run_1/met1.png
Scale bar: 20 um.
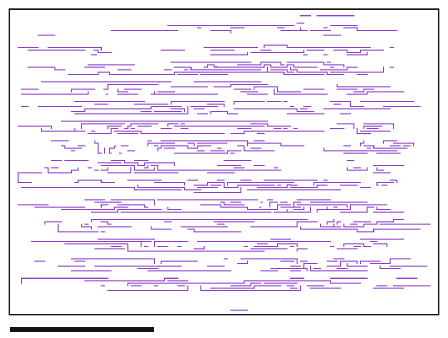
run_1/met2.png
Scale bar: 20 um.
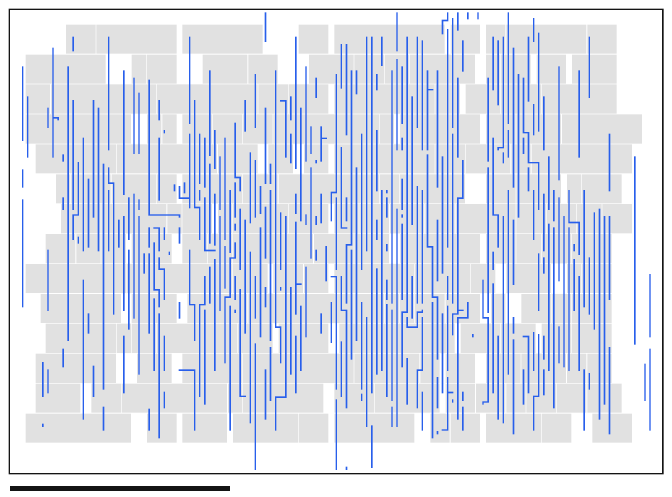
run_1/met3.png
Scale bar: 20 um.
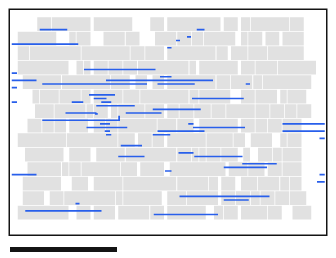
`config.mk`:
```
export PLATFORM = sky130hd
export DESIGN_NAME = fighter_state_ctrl
export DESIGN_NICKNAME = d
export VERILOG_FILES = /design/src/rtl/fighter_pkg.sv /design/src/rtl/fighter_state_ctrl.sv
export SDC_FILE = /design/constraint.sdc
export NUM_CORES = 1
export LEC_CHECK = 0
export CORE_ASPECT_RATIO = 0.7
export CORE_UTILIZATION = 45
export CTS_BUF_LIST = sky130_fd_sc_hd__clkbuf_4 sky130_fd_sc_hd__clkbuf_8 sky130_fd_sc_hd__clkbuf_16
export CTS_CLUSTER_DIAMETER = 60
export DETAILED_ROUTE_END_ITERATION = 10
export PLACE_DENSITY = 0.72
export SLEW_MARGIN = 25
export SYNTH_ARGS = -nofsm -noshare
export SYNTH_HDL_FRONTEND = slang
export SYNTH_SLANG_ARGS = --single-unit
```
`constraint.sdc`:
```
create_clock -name clk -period 1.5 [get_ports clk]
set_input_delay 0.3 -clock clk [delete_from_list [all_inputs] [get_ports clk]]
set_output_delay 0.3 -clock clk [all_outputs]
set_load 0.05 [all_outputs]
```
`src/rtl/fighter_pkg.sv`:
```
// Encodings shared between the per-player sequencer and the hit-detection block.
package fighter_pkg;

    typedef enum logic [3:0] {
        ST_IDLE      = 4'd0,
        ST_FORWARD   = 4'd1,
        ST_BACKWARD  = 4'd2,
        ST_IA_START  = 4'd3,
        ST_IA_ACTIVE = 4'd4,
        ST_IA_RECOV  = 4'd5,
        ST_DA_START  = 4'd6,
        ST_DA_ACTIVE = 4'd7,
        ST_DA_RECOV  = 4'd8,
        ST_HITSTUN   = 4'd9,
        ST_BLOCKSTUN = 4'd10
    } state_e;

    localparam logic [1:0] SM_NEUTRAL = 2'b00;
    localparam logic [1:0] SM_HIT     = 2'b01;
    localparam logic [1:0] SM_BLOCK   = 2'b10;
    localparam logic [1:0] SM_WHIFF   = 2'b11;

    // Attack phases and stun states run off frames_left; movement states do not.
    function automatic logic is_timed(input state_e s);
        return (s >= ST_IA_START) && (s <= ST_BLOCKSTUN);
    endfunction

endpackage

```
`src/rtl/fighter_state_ctrl.sv`:
```
// Per-player combat sequencer: movement, neutral/directional attack phases and
// stun states, stepped once per frame_tick, with health and sticky KO.
import fighter_pkg::*;

module fighter_state_ctrl #(
    parameter int unsigned IA_START      = 5,
    parameter int unsigned IA_ACTIVE     = 2,
    parameter int unsigned IA_RECOV      = 16,
    parameter int unsigned DA_START      = 4,
    parameter int unsigned DA_ACTIVE     = 3,
    parameter int unsigned DA_RECOV      = 15,
    parameter int unsigned HITSTUN_LEN   = 15,
    parameter int unsigned BLOCKSTUN_LEN = 12,
    parameter int unsigned HEALTH_INIT   = 3
) (
    input  logic       clk,
    input  logic       rst_n,
    input  logic       frame_tick,
    input  logic       move_fwd,
    input  logic       move_back,
    input  logic       attack,
    input  logic [1:0] stunmode,
    output logic [3:0] state,
    output logic [4:0] frames_left,
    output logic [1:0] health,
    output logic       hit_pulse,
    output logic       ko
);

    localparam logic [4:0] L_IA_START  = 5'(IA_START);
    localparam logic [4:0] L_IA_ACTIVE = 5'(IA_ACTIVE);
    localparam logic [4:0] L_IA_RECOV  = 5'(IA_RECOV);
    localparam logic [4:0] L_DA_START  = 5'(DA_START);
    localparam logic [4:0] L_DA_ACTIVE = 5'(DA_ACTIVE);
    localparam logic [4:0] L_DA_RECOV  = 5'(DA_RECOV);
    localparam logic [4:0] L_HITSTUN   = 5'(HITSTUN_LEN);
    localparam logic [4:0] L_BLOCKSTUN = 5'(BLOCKSTUN_LEN);
    localparam logic [1:0] L_HEALTH    = 2'(HEALTH_INIT);

    state_e     state_q;
    logic [4:0] frames_q;
    logic [1:0] health_q;
    logic       hit_pulse_q;
    logic       ko_q;

    always_ff @(posedge clk or negedge rst_n) begin
        if (!rst_n) begin
            state_q     <= ST_IDLE;
            frames_q    <= 5'd0;
            health_q    <= L_HEALTH;
            hit_pulse_q <= 1'b0;
            ko_q        <= 1'b0;
        end else begin
            hit_pulse_q <= 1'b0;
            if (frame_tick) begin
                if (ko_q || (state_q > ST_BLOCKSTUN)) begin
                    state_q  <= ST_IDLE;
                    frames_q <= 5'd0;
                end else if ((stunmode == SM_HIT) && (state_q != ST_HITSTUN)) begin
                    // A hit lands even mid-attack (trade); KO flags on the same tick.
                    state_q     <= ST_HITSTUN;
                    frames_q    <= L_HITSTUN;
                    hit_pulse_q <= 1'b1;
                    health_q    <= (health_q == 2'd0) ? 2'd0 : health_q - 2'd1;
                    ko_q        <= (health_q <= 2'd1);
                end else if ((stunmode == SM_BLOCK) && (state_q != ST_HITSTUN)
                             && (state_q != ST_BLOCKSTUN)) begin
                    state_q  <= ST_BLOCKSTUN;
                    frames_q <= L_BLOCKSTUN;
                end else if (is_timed(state_q)) begin
                    if (frames_q > 5'd1) begin
                        frames_q <= frames_q - 5'd1;
                    end else begin
                        case (state_q)
                            ST_IA_START: begin
                                state_q  <= ST_IA_ACTIVE;
                                frames_q <= L_IA_ACTIVE;
                            end
                            ST_IA_ACTIVE: begin
                                state_q  <= ST_IA_RECOV;
                                frames_q <= L_IA_RECOV;
                            end
                            ST_DA_START: begin
                                state_q  <= ST_DA_ACTIVE;
                                frames_q <= L_DA_ACTIVE;
                            end
                            ST_DA_ACTIVE: begin
                                state_q  <= ST_DA_RECOV;
                                frames_q <= L_DA_RECOV;
                            end
                            default: begin
                                state_q  <= ST_IDLE;
                                frames_q <= 5'd0;
                            end
                        endcase
                    end
                end else begin
                    if (attack && move_fwd) begin
                        state_q  <= ST_DA_START;
                        frames_q <= L_DA_START;
                    end else if (attack) begin
                        state_q  <= ST_IA_START;
                        frames_q <= L_IA_START;
                    end else if (move_fwd ^ move_back) begin
                        state_q  <= move_fwd ? ST_FORWARD : ST_BACKWARD;
                        frames_q <= 5'd0;
                    end else begin
                        state_q  <= ST_IDLE;
                        frames_q <= 5'd0;
                    end
                end
            end
        end
    end

    assign state       = state_q;
    assign frames_left = frames_q;
    assign health      = health_q;
    assign hit_pulse   = hit_pulse_q;
    assign ko          = ko_q;

endmodule

```
==> out/summary.json, run 1 <==
{
  "status": {
    "violated_checks": "negative setup slack",
    "run_status": "complete, but fails checks"
  },
  "worst_setup_path": {
    "crit_start": "frames_left[0]",
    "critical_path.endpoint_type": "flip-flop",
    "critical_path_buf_inv_count": 1,
    "crit_path_max_fanout": 4,
    "timing.critical_path.required_ns": 1.69,
    "slowest_stage_cell_crit_path": "sky130_fd_sc_hd__dfrtp_4",
    "cp_max_stage_delay_ns": 0.52,
    "critical_path.cell_chain": "ha_4 > o21bai_4 > nand2_4 > buf_6 > mux2i_1 > a21oi_2 > o22ai_1"
  },
  "layout": {
    "final_net_count": 178,
    "n_fill_cell": 93,
    "area.sequential_um2": 338
  },
  "drt": {
    "top_layer": "met4",
    "drt.antenna.violating_nets": 0,
    "met2RoutedLength_um": 1940,
    "finalWirelength_um": 4160,
    "drtPass1Iterations": 5
  },
  "final_timing": {
    "slew_violations": 0,
    "setup_viol_count_final": 11,
    "timing.final.ws_setup_ns": -0.201,
    "least_margin_pin_slew_ns": 0.409
  },
  "placed_design": {
    "gp_routability_congestion": 0.853,
    "dpl.hpwl_um": 2280,
    "placed_cells": 184
  },
  "logic_synthesis": {
    "synthAoiAreaFrac_pct": 30.8,
    "count_of_instantiated_cells_in_the_yosys_netlist": 111,
    "post-synth-top-count-cell": "sky130_fd_sc_hd__dfrtp_1",
    "ys.flop_type": "sky130_fd_sc_hd__dfrtp_1",
    "mappedNetlistNets": 121,
    "syn_area_per_cell_um2": 9.31
  },
  "global_routing": {
    "met1_track_demand_over_resource_pct": 39.5,
    "grt_usage_pct": 32.3
  },
  "clocking": {
    "post-cts-setup-buffer-count": 7,
    "numCtsBuffers": 3
  },
  "power_and_ir_drop": {
    "power_top_consumer": "combinational cells",
    "p_int_mw": 1.52,
    "combinational_cell_power_consumption_mw": 1.93,
    "pwr-share-seq_pct": 21.0
  },
  "die": {
    "row_count": 14,
    "die-area_um2": 2500,
    "tap-cell-count": 32
  }
}
Notes on met1.png above:
The longest straight run is 29.9 um. The layer carries 1720 um of wire. The wires run mostly horizontal. 165 nets have wire on it.

Notes on met2.png above:
166 nets have wire on it. The longest straight run is 32.3 um.

Notes on met3.png above:
The layer holds 6.8% of the routed length. 37 nets have wire on it. The wires run mostly horizontal.

## Run 2: what changed since run 1
--- a/config.mk
+++ b/config.mk
@@ -10,7 +10,9 @@
 export CTS_BUF_LIST = sky130_fd_sc_hd__clkbuf_4 sky130_fd_sc_hd__clkbuf_8 sky130_fd_sc_hd__clkbuf_16
 export CTS_CLUSTER_DIAMETER = 60
 export DETAILED_ROUTE_END_ITERATION = 10
+export GPL_TIMING_DRIVEN = 0
 export PLACE_DENSITY = 0.72
+export SKIP_LAST_GASP = 1
 export SLEW_MARGIN = 25
 export SYNTH_ARGS = -nofsm -noshare
 export SYNTH_HDL_FRONTEND = slang
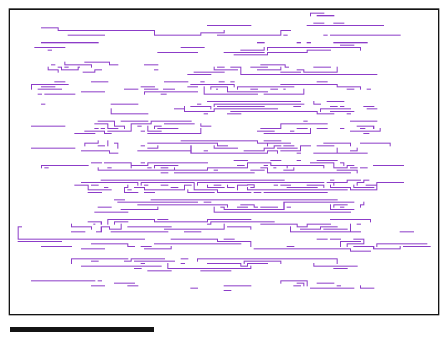
run_2/met1.png
Scale bar: 20 um.
met1 track demand over resource: 37.1%
total vias in the final route: 995
Routed WL: 2880 um

==> out/summary.json, run 2 <==
{
  "power_and_ir_drop": {
    "pwr-share-seq": {"value": 23.0, "unit": "%", "change": "+2.0 points"},
    "combinational_cell_power_consumption": {"value": 1.46, "unit": "mW", "change": "-24%"},
    "power_top_consumer": "combinational cells"
  },
  "clocking": {
    "numCtsBuffers": {"value": 3, "change": "unchanged"},
    "post-cts-setup-buffer-count": {"value": 6, "change": "-1"}
  },
  "logic_synthesis": {
    "ys.flop_type": "sky130_fd_sc_hd__dfrtp_1",
    "post-synth-top-count-cell": "sky130_fd_sc_hd__dfrtp_1",
    "synthAoiAreaFrac": {"value": 30.8, "unit": "%", "change": "unchanged"},
    "syn_area_per_cell": {"value": 9.31, "unit": "um^2", "change": "unchanged"}
  },
  "drt": {
    "top_layer": "met4",
    "drtPass1Iterations": {"value": 4, "change": "-1"},
    "drt.antenna.violating_nets": {"value": 0, "change": "unchanged"},
    "met2RoutedLength": {"value": 1270, "unit": "um", "change": "-35%"}
  },
  "global_routing": {
    "grt_usage": {"value": 24.3, "unit": "%", "change": "-8.0 points"}
  },
  "status": {
    "run_status": "complete, but fails checks",
    "violated_checks": "negative setup slack"
  },
  "layout": {
    "area.sequential": {"value": 338, "unit": "um^2", "change": "unchanged"},
    "final_net_count": {"value": 153, "change": "-14%"},
    "comb_share_pct": 51.8
  },
  "final_timing": {
    "timing.final.ws_setup": {"value": -0.137, "unit": "ns", "change": "+0.0638 ns"},
    "setup_viol_count_final": {"value": 8, "change": "-3"},
    "least_margin_pin_slew": {"value": 0.584, "unit": "ns", "change": "+0.174 ns"}
  },
  "placed_design": {
    "dpl.hpwl": {"value": 1920, "unit": "um", "change": "-16%"},
    "gp_routability_congestion": {"value": 0.884, "change": "+3.6%"},
    "placed_cells": {"value": 162, "change": "-12%"}
  },
  "worst_setup_path": {
    "crit_start": "state[0]",
    "timing.critical_path.required": {"value": 1.66, "unit": "ns", "change": "-0.03 ns"},
    "critical_path.cell_chain": "buf_8 > xnor2_4 > o32ai_4 > o211ai_2 > o221ai_1 > o2bb2ai_1",
    "crit_path_max_fanout": {"value": 9, "change": "+5"},
    "cp_max_stage_delay": {"value": 0.46, "unit": "ns", "change": "-0.06 ns"},
    "critical_path_buf_inv_count": {"value": 1, "change": "unchanged"},
    "slowest_stage_cell_crit_path": "sky130_fd_sc_hd__dfrtp_2",
    "critical_path.endpoint_type": "flip-flop"
  },
  "die": {
    "die-area": {"value": 2500, "unit": "um^2", "change": "unchanged"},
    "row_count": {"value": 14, "change": "unchanged"}
  }
}
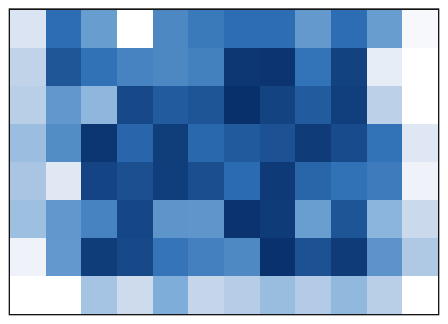
run_2/density.png
The die is cut into 12 by 8 equal tiles; white is low, dark blue is high, 0 to 100% covered.
The mean over all tiles is 60%. The fullest tile reaches 100%. 41% of the tiles are over 75% full. The densest ninth of the die: centre.
share of the core filled with cells: 71.5%
floorplan utilization: 48.0%
floorplan core area: 2150 um^2

## Run 3: what changed since run 2
==> constraint.sdc (replaced) <==
create_clock -name clk -period 1.4 [get_ports clk]
set_input_delay 0.28 -clock clk [delete_from_list [all_inputs] [get_ports clk]]
set_output_delay 0.28 -clock clk [all_outputs]
set_load 0.05 [all_outputs]
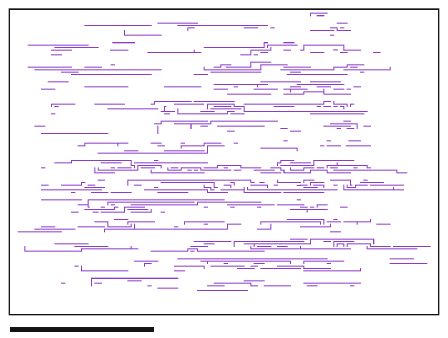
run_3/met1.png
Scale bar: 20 um.
The layer carries 1240 um of wire. The longest straight run is 20.7 um. 135 nets have wire on it. The layer holds 45% of the routed length.

==> out/summary.json, run 3 <==
{
  "drt": {
    "dr_total_vias": {"value": 1012, "change": "+1.7%"},
    "finalWirelength": {"value": 2750, "unit": "um", "change": "-4.7%"},
    "drt.antenna.violating_nets": {"value": 0, "change": "unchanged"},
    "top_layer": "met4"
  },
  "worst_setup_path": {
    "critical_path_buf_inv_count": {"value": 1, "change": "unchanged"},
    "slowest_stage_cell_crit_path": "sky130_fd_sc_hd__dfrtp_2",
    "critical_path.cell_chain": "clkbuf_8 > o32ai_4 > o211ai_4 > o21ai_2 > mux2i_1",
    "crit_start": "state[3]",
    "timing.critical_path.required": {"value": 1.61, "unit": "ns", "change": "-0.05 ns"},
    "critical_path.endpoint_type": "flip-flop"
  },
  "power_and_ir_drop": {
    "pwr-share-seq": {"value": 23.2, "unit": "%", "change": "+0.2 points"},
    "combinational_cell_power_consumption": {"value": 1.55, "unit": "mW", "change": "+6%"},
    "power_top_consumer": "combinational cells"
  },
  "logic_synthesis": {
    "synthAoiAreaFrac": {"value": 30.8, "unit": "%", "change": "unchanged"},
    "ys.flop_type": "sky130_fd_sc_hd__dfrtp_1",
    "synth.largest_area_cell": "sky130_fd_sc_hd__dfrtp_1",
    "post-synth-top-count-cell": "sky130_fd_sc_hd__dfrtp_1"
  },
  "final_timing": {
    "timing.final.ws_setup": {"value": -0.192, "unit": "ns", "change": "-0.0545 ns"},
    "setup_viol_count_final": {"value": 12, "change": "+4"},
    "least_margin_pin_slew": {"value": 0.584, "unit": "ns", "change": "+0.000670 ns"}
  },
  "layout": {
    "layout.cell_area.non_filler_um2": 1530,
    "final_net_count": {"value": 154, "change": "+0.65%"},
    "comb_share": {"value": 52.8, "unit": "%", "change": "+0.99 points"},
    "area.sequential": {"value": 338, "unit": "um^2", "change": "unchanged"}
  },
  "placed_design": {
    "gp_routability_congestion": {"value": 0.896, "change": "+1.3%"},
    "dpl.hpwl": {"value": 1910, "unit": "um", "change": "-0.18%"},
    "placed_cells": {"value": 162, "change": "unchanged"}
  },
  "status": {
    "violated_checks": "negative setup slack",
    "run_status": "complete, but fails checks"
  },
  "die": {
    "fp.coreArea": {"value": 2150, "unit": "um^2", "change": "unchanged"},
    "row_count": {"value": 14, "change": "unchanged"},
    "core_util_floorplan": {"value": 48.0, "unit": "%", "change": "unchanged"},
    "die-area": {"value": 2500, "unit": "um^2", "change": "unchanged"}
  },
  "global_routing": {
    "met1_track_demand_over_resource": {"value": 36.9, "unit": "%", "change": "-0.15 points"}
  },
  "clocking": {
    "numCtsBuffers": {"value": 3, "change": "unchanged"}
  }
}
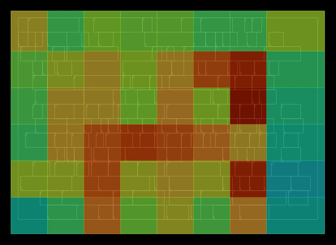
run_3/final_congestion.png
overall track demand over capacity in global routing: 25.2%
GRT met3 Usage: 6.48%
routed wirelength normalized by instance count: 15.7 um
GR peak layer: met1

Power is estimated from default activity; no workload was simulated.
